==> images/cell_classes.png <==
Bar = 20 um.
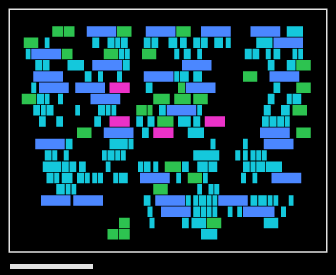
==> images/final_congestion.png <==
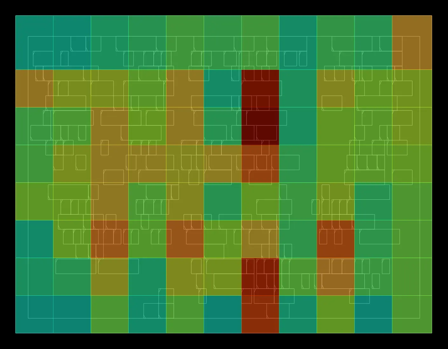
==> images/clock_map.png <==
Bar = 20 um.
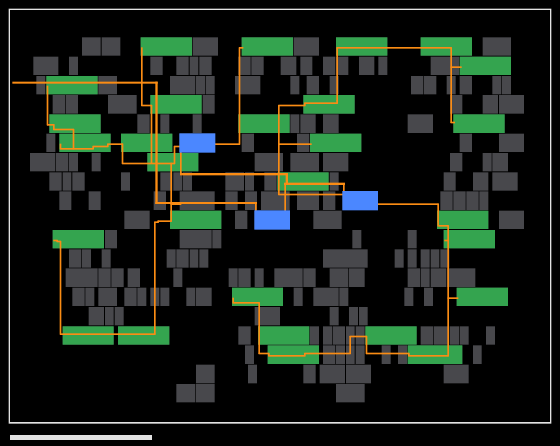
==> images/gate_families.png <==
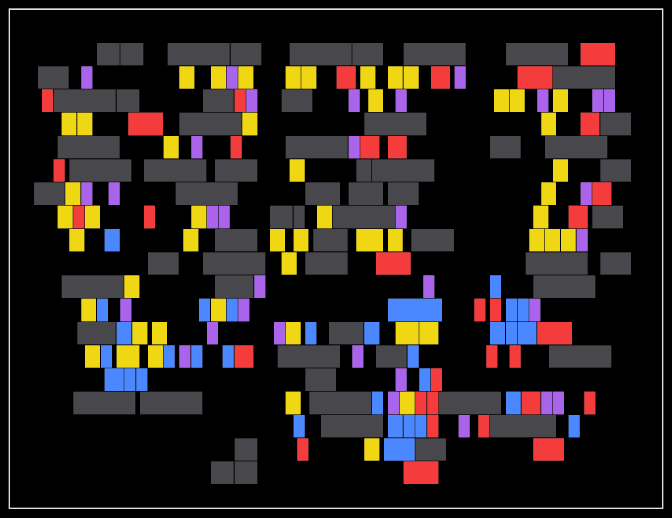
<file path="src/rtl/tcam_loader_pkg.sv">
// Shared types and helpers for the routing TCAM loader.
// State encoding and key/mask/dst word packing.
package tcam_loader_pkg;

  typedef enum logic [2:0] {
    ST_IDLE  = 3'd0,
    ST_FLUSH = 3'd1,
    ST_LOAD  = 3'd2,
    ST_WRITE = 3'd3,
    ST_READY = 3'd4
  } state_e;

  // Places hi above the low w bits taken from lo.
  function automatic logic [31:0] pack_pair(
    input logic [15:0] hi,
    input logic [15:0] lo,
    input int unsigned w
  );
    logic [31:0] m;
    m = (32'd1 << w) - 32'd1;
    return ({16'd0, hi} << w) | ({16'd0, lo} & m);
  endfunction

endpackage

</file>
<file path="src/rtl/tcam_route_loader.sv">
// Flushes the routing TCAM, writes route entries from address 0 up,
// then hands the array over for PacketID lookups.
module tcam_route_loader
  import tcam_loader_pkg::*;
#(
  parameter int ID_Width    = 4,
  parameter int AddressSize = 4,
  parameter int Bits        = 8,
  parameter int Words       = 16,
  parameter int FlushCycles = 2
) (
  input  logic                   clk,
  input  logic                   rst,
  input  logic                   start,
  input  logic                   ent_valid,
  output logic                   ent_ready,
  input  logic [ID_Width-1:0]    ent_key,
  input  logic [ID_Width-1:0]    ent_key_mask,
  input  logic [ID_Width-1:0]    ent_dst,
  input  logic                   ent_last,
  output logic                   CS,
  output logic                   FLUSH,
  output logic                   VBE,
  output logic                   DCS,
  output logic                   WR,
  output logic                   VBI,
  output logic [Bits-1:0]        Data_In,
  output logic [Bits-1:0]        Mask_In,
  output logic [AddressSize-1:0] Addr_In,
  output logic                   busy,
  output logic                   tbl_ready,
  output logic [AddressSize:0]   n_loaded,
  output logic                   err_ovf
);

  localparam int FCW = (FlushCycles > 1) ? $clog2(FlushCycles) : 1;
  localparam logic [FCW-1:0] FC_INIT = FCW'(FlushCycles - 1);
  localparam logic [AddressSize:0] WORDS_W = (AddressSize + 1)'(Words);

  state_e                 state_q;
  logic [FCW-1:0]         fcnt_q;
  logic [AddressSize:0]   wr_ptr_q;
  logic [AddressSize:0]   n_loaded_q;
  logic                   err_q;
  logic                   last_q;
  logic [Bits-1:0]        data_q;
  logic [Bits-1:0]        mask_q;
  logic [AddressSize-1:0] addr_q;
  logic [Bits-1:0]        data_w;
  logic [Bits-1:0]        mask_w;
  logic                   in_wr;

  assign data_w = Bits'(pack_pair(16'(ent_key), 16'(ent_dst), ID_Width));
  assign mask_w = Bits'(pack_pair(16'(ent_key_mask), 16'hFFFF, ID_Width));

  always_ff @(posedge clk) begin
    if (rst) begin
      state_q    <= ST_IDLE;
      fcnt_q     <= '0;
      wr_ptr_q   <= '0;
      n_loaded_q <= '0;
      err_q      <= 1'b0;
      last_q     <= 1'b0;
      data_q     <= '0;
      mask_q     <= '0;
      addr_q     <= '0;
    end else begin
      unique case (state_q)
        ST_IDLE, ST_READY: begin
          if (start) begin
            state_q    <= ST_FLUSH;
            fcnt_q     <= FC_INIT;
            wr_ptr_q   <= '0;
            n_loaded_q <= '0;
            err_q      <= 1'b0;
          end
        end
        ST_FLUSH: begin
          if (fcnt_q == '0) state_q <= ST_LOAD;
          else fcnt_q <= fcnt_q - 1'b1;
        end
        ST_LOAD: begin
          if (ent_valid) begin
            if (wr_ptr_q == WORDS_W) begin
              // Table full: drop, flag, still honour the end marker.
              err_q <= 1'b1;
              if (ent_last) state_q <= ST_READY;
            end else begin
              data_q  <= data_w;
              mask_q  <= mask_w;
              addr_q  <= wr_ptr_q[AddressSize-1:0];
              last_q  <= ent_last;
              state_q <= ST_WRITE;
            end
          end
        end
        ST_WRITE: begin
          wr_ptr_q   <= wr_ptr_q + 1'b1;
          n_loaded_q <= wr_ptr_q + 1'b1;
          state_q    <= last_q ? ST_READY : ST_LOAD;
        end
        default: state_q <= ST_IDLE;
      endcase
    end
  end

  assign in_wr     = (state_q == ST_WRITE);
  assign CS        = (state_q != ST_IDLE);
  assign FLUSH     = (state_q == ST_FLUSH);
  assign ent_ready = (state_q == ST_LOAD);
  assign tbl_ready = (state_q == ST_READY);
  assign busy      = FLUSH | ent_ready | in_wr;
  assign VBE       = in_wr;
  assign DCS       = in_wr;
  assign WR        = in_wr;
  assign VBI       = in_wr;
  assign Data_In   = in_wr ? data_q : '0;
  assign Mask_In   = in_wr ? mask_q : '0;
  assign Addr_In   = in_wr ? addr_q : '0;
  assign n_loaded  = n_loaded_q;
  assign err_ovf   = err_q;

endmodule

</file>
<file path="config.mk">
export PLATFORM = sky130hd
export DESIGN_NAME = tcam_route_loader
export DESIGN_NICKNAME = d
export VERILOG_FILES = /design/src/rtl/tcam_loader_pkg.sv /design/src/rtl/tcam_route_loader.sv
export SDC_FILE = /design/constraint.sdc
export NUM_CORES = 1
export LEC_CHECK = 0
export ABC_AREA = 1
export CAP_MARGIN = 20
export CELL_PAD_IN_SITES_DETAIL_PLACEMENT = 0
export CELL_PAD_IN_SITES_GLOBAL_PLACEMENT = 1
export CORE_ASPECT_RATIO = 0.75
export CORE_MARGIN = 2
export CORE_UTILIZATION = 35
export CTS_CLUSTER_SIZE = 16
export DETAILED_ROUTE_END_ITERATION = 10
export DONT_BUFFER_PORTS = 1
export GPL_TIMING_DRIVEN = 0
export PLACE_DENSITY_LB_ADDON = 0.1
export SKIP_LAST_GASP = 1
export SLEW_MARGIN = 20
export SYNTH_ARGS = -nofsm -noshare
export SYNTH_HDL_FRONTEND = slang
export SYNTH_SLANG_ARGS = --single-unit
</file>
<file path="constraint.sdc">
create_clock -name clk -period 2.1 [get_ports clk]
set_clock_uncertainty 0.2 [all_clocks]
set_input_delay 0.21 -clock clk [delete_from_list [all_inputs] [get_ports clk]]
set_output_delay 0.21 -clock clk [all_outputs]
set_load 0.02 [all_outputs]
</file>
==> flow_metrics.rpt <==
FLOW METRICS REPORT
----------------------------------------------------
[Run status]
  Outcome ........................ complete, no violations

[Global routing]
  Routing usage on met3 ........................ 6.54%

[Floorplan]
  Number of tap instances ........................ 52

[Drt]
  Number of DRC markers after the initial detailed-route iteration ........................ 55
  Detail Route Antenna Nets ........................ 0
  Sum of met2 wire segment lengths after detailed routing ........................ 1580 um

[Yosys]
  Post-synth tally of flip-flops with integrated enable ........................ 0
  Net count of the mapped netlist ........................ 208
  Proportion of synthesized chip area in sequential cells ........................ 40.9%
  Dominant flop cell ........................ sky130_fd_sc_hd__dfxtp_1
  And+or+nand+nor area frac ........................ 21.8%
  Library cell with the largest summed area after synthesis ........................ sky130_fd_sc_hd__dfxtp_1
  Yosys cell types ........................ 25
  Adder Area Share ........................ 1.82%
  Area of the synthesized netlist per yosys stat ........................ 1370 um2

[STA]
  Unrepaired setup endpoints after global routing ........................ true
  Part of the cycle the worst path needs ........................ 98.5%
  Fin Setup TNS ........................ 0 ns
  Final Worst Setup Slack ........................ 0.0317 ns
  Max-slew violation count ........................ 0
  Worst Hold Slack ........................ 0.0586 ns
  Total setup violations reported at the end of the flow ........................ 0
  Number of hold violations in the final report ........................ 0

[Layout]
  Fraction of layout cells with a size suffix above 1 ........................ 19.1%
  Multi-input gate share of total cell area ........................ 37.2%
  Area taken by flip-flops and latches ........................ 562 um2
  Total inserted antenna cells ........................ 0
  Most frequent cells in the layout ........................ sky130_fd_sc_hd__inv_1, sky130_fd_sc_hd__dfxtp_1, sky130_fd_sc_hd__a21oi_1
  Count of non-CTS buffers in the layout ........................ 29

[Critical path]
  CP endpoint ........................ fcnt_q$_SDFFE_PP0P_
  Source of the worst register-to-register timing path ........................ state_q[0]$_SDFFE_PP0P_
  Cells along the critical path ........................ inv_1, nor3_2, inv_1, nand2_1, a21oi_1, dlygate4sd3_1
  Startpoint type of the worst setup path ........................ register
  Count of buffering cells on the critical path with inverters included ........................ 3
  Path depth of the worst reg2reg path ........................ 6
  Critical Path Max Stage Delay ........................ 0.55 ns

[Place]
  Count of buffers inserted at the top-level ports ........................ 0
  Post-DP HPWL ........................ 2470 um
  Worst slack, placed ........................ 0.157 ns

[Pwr]
  Share of total power consumed by net switching ........................ 41.8%
  Clock group ........................ 0.338 mW

[Clocking]
  Number of buffers added to fix hold violations after cts ........................ 16

----------------------------------------------------
About cell_classes.png:
all other logic -> cyan  # cells 148
flip-flops -> blue  # cells 28
clock drivers and dummy loads -> magenta  # cells 4
other buffers and delay cells -> green  # cells 29

About final_congestion.png:
Final Util: 45.9%
Routed wire per std cell: 13.1 um
Total GRT Usage: 15.6%
met1 demand-to-capacity share in global routing: 19.5%

About clock_map.png:
clock wires -> orange  # length 375 um
flip-flops -> green  # count 28
cells driving clock nets -> blue  # count 3
routed clock nets = 4
flops lie = widely spread

About gate_families.png:
inverters -> purple  # cells 32, most used inv_1, where widely spread
inverting AOI/OAI gates -> yellow  # cells 50, most used a21oi_1
NAND gates -> blue  # cells 31, most used nand2_1
NOR gates -> red  # cells 33, most used nor2_1, where widely spread

Power figures rest on the tool's default switching activity, not on a simulated workload.
